Design text_stream_writer, sky130hd; sources not shown.
==> images/metal_density.png <==
(1.5 px per um) 32 x 32 tiles, from dark purple (low) to yellow (high), scaled to the fullest tile. Values are wire area over tile area, all layers added.
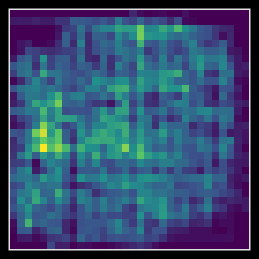
- fullest tile: 0.72
- tiles over half the peak: 11%
- nearly empty tiles: 10%
- mean over tiles: 0.20
- emptiest ninth of the die: bottom right
drt wl/cell: 22.8 um
vias: 8,417

==> images/detail.png <==
Region (65, 65) to (95, 95) um. Cells in grey, sequential cells in the stronger grey; small squares are vias.
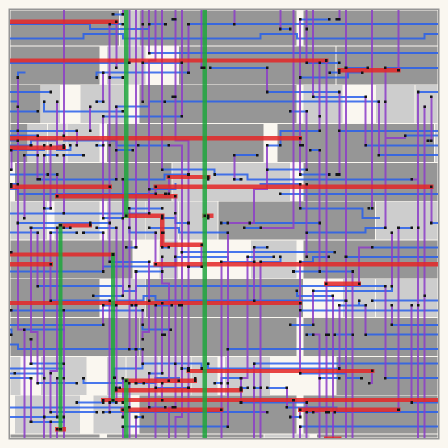
- purple: metal 2
- blue: metal 1
- red: metal 3
- green: metal 4
- cells with their middle in the window: 53
- most frequent: edfxtp_1 (20)
- sequential cells in the window: 22

==> images/wires.png <==
(2 px per um) Only two layers are drawn.
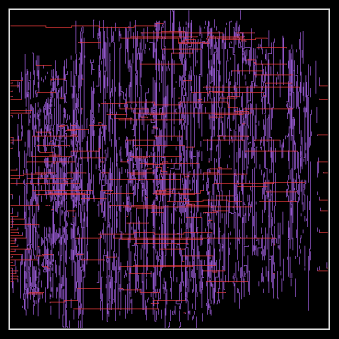
- purple: metal 2 (wire length 15,000 um)
- red: metal 3 (wire length 2,670 um)
Post-Route WL: 31,200 um
total global-route track usage: 25.4%

==> images/placement.png <==
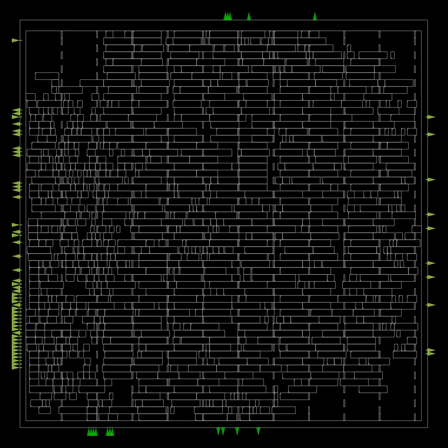
number of flip-flops and latches: 352
FILL cells: 1,428

==> reports/qor.yml <==
outcome:
  outcome: "finished, final reports clean"
placed_design:
  pre_cts_ws_ns: 2.42
  place_area_sq_um: 16000
  dp_hpwl_um: 19800
  numPortBuffers: 71
worst_hold_path:
  holdPathStages: 2
  hold_path.class: "reg -> reg"
synthesis:
  async_flop_share_pct: 13.6
  yosys_warnings: 0
  edf_count: 304
  syn-cell-area_sq_um: 15000
  synth-main-ff-cell: "edfxtp_1"
  yosysChipArea_sq_um: 15000
  synth.net_count: 894
  synth_flops: 352
  syn_inst: 847
  ys_seq_share_pct: 69.1
  yosys_cells: 847
  avgSynthCellArea_sq_um: 17.7
cts:
  cts_tree: "done"
  cts_inserted_buffers: 86
  clk_latency_ns: 0.73
  path_clk_slew_ns: 0.06
  cts_buffer_depth: 3
  cts_num_sinks: 352
  root_buffer: "clkbuf_4"
  cts_htree_levels: 3
route:
  ant_nets: 0
  drt_iter0_drc: 760
  routed_via_density: 6.16
  first_pass_iters: 5
  drc: 0
cells_and_area:
  lay_top_count: "edfxtp_1"
  largest_register_ffs: 304
  final_cell_mix: "edfxtp_1, clkbuf_4, mux4_2, nand2_1, clkdlybuf4s50_1"
  area_growth_pct: 15.0
  postLayoutCellArea_sq_um: 17200
  fin_util_pct: 73.0
  drive_above_1_share_pct: 25.6
  fin_nets: 1025
die:
  core_area_sq_um: 23500
  die.size.y_um: 159
  io_pins: 72
  dieArea_sq_um: 25400
  fp_util_pct: 63.5
  die_w_um: 159
  num_rows: 56
sta:
  period_used_pct: 72.9
  relSlewSlack_pct: 29.1
  rsz0062_at_grt: "false"
  max_freq_mhz: 148
  tns_ns: 0
  setup_slack_ns: 2.52
  final-max-slew-violation-count: 0
  setup_violations: 0
  final.min_clock_period_ns: 6.77
  worstMarginPinSlew_ns: 1.06
  hold_violations: 0
critical_path:
  worstSetupStartpointType: "input port"
  crit_arrival_ns: 4.81
  crit_type: "in -> out"
  endpoint_kind: "primary output"
  reg2reg_depth: 11
  worst-path-max-fanout: 9
  critical_path_required_ns: 7.33
job:
  warning_count: 34
  maxCapViolations: 0
global_routing:
  grt_pass1_wl_um: 48800
  antenna_found_initial: 1
  grt_max_degree: 56
  grt_pass1_vias: 8643
  grt.overflow.total: 0
power:
  ir_drop_mv: 0.169
## metal layers
layer,track usage [%],wire [um],vias to the layer above
met5,0,0,-
met4,8.06,660,0
met2,39.3,15000,419
met3,6.67,2670,63
met1,36.3,12800,4208
li1,-,-,3727
## cell usage after synthesis (3+ instances only)
library cell | instances | area (sq um)
o22ai_1 | 3 | 18.8
dfrtp_1 | 48 | 1200
edfxtp_1 | 304 | 9130
a21o_1 | 4 | 30.0
mux2_4 | 3 | 45.0
or3_1 | 6 | 37.5
and3_1 | 4 | 25.0
mux4_2 | 95 | 2140
nand4_1 | 3 | 18.8
xnor2_1 | 8 | 70.1
a22o_1 | 8 | 70.1
nor3_1 | 12 | 60.1
and2_1 | 16 | 100
nand3_1 | 10 | 50.1
ha_1 | 15 | 188
a21oi_1 | 22 | 110
o21a_1 | 5 | 37.5
nor4_1 | 9 | 56.3
o221ai_1 | 3 | 26.3
xor2_1 | 4 | 35.0
nor2b_1 | 7 | 43.8
and4_1 | 8 | 70.1
buf_1 | 7 | 26.3
a31oi_1 | 3 | 18.8
a211o_1 | 3 | 26.3
inv_1 | 19 | 71.3
nor2_1 | 29 | 109
nand3b_1 | 5 | 37.5
o211ai_1 | 4 | 30.0
buf_2 | 5 | 25.0
clkbuf_1 | 31 | 116
nand2_1 | 76 | 285
o21ai_0 | 10 | 50.1
mux2i_1 | 9 | 90.1
## critical path, cell delays in order
cell,delay [ns]
clkdlybuf4s50_1,0.57
mux2i_1,0.18
o22ai_2,0.39
nor3_1,0.08
or4b_2,0.77
nor3_1,0.30
clkdlybuf4s50_1,0.65
## logic make-up (layout without fill, tap and decap cells)
kind of cell | Yosys count | count (layout) | synth area share [%]
AND/OR/NAND/NOR | 205 | 205 | 7.22
multiplexers | 108 | 108 | 15.3
XOR/XNOR | 12 | 12 | 0.703
other | 0 | 1 | 0
adder cells (fa/ha/maj) | 15 | 15 | 1.26
flip-flops | 352 | 352 | 69.1
buffers and inverters | 63 | 263 | 1.67
AND-OR/OR-AND | 92 | 92 | 4.76
## stage by stage
stage | instances | total power [mW]
2_1_floorplan | 847 | 2.73
3_3_place_gp | 1202 | 3.04
3_5_place_dp | 1202 | 3.08
4_1_cts | 1359 | 4.40
5_1_grt | 1367 | 4.59
6_report | 1367 | 4.38
## final cells by class
type / instances / area [sq um] / share of cell area (%)
Antenna cell: 1 / 2.50 / 0.0146
Clock buffer: 122 / 916 / 5.33
Clock inverter: 35 / 254 / 1.48
Inverter: 19 / 71.3 / 0.415
Multi-Input combinational cell: 432 / 4380 / 25.5
Sequential cell: 352 / 10300 / 60.1
Tap cell: 319 / 399 / 2.32
Timing Repair Buffer: 87 / 833 / 4.85
## report_power, final
part / internal (mW) / switching [mW]
Clock: 0.723 / 0.598
Combinational: 0.487 / 0.635
Sequential: 1.85 / 0.0911
Power is estimated from default activity; no workload was simulated.
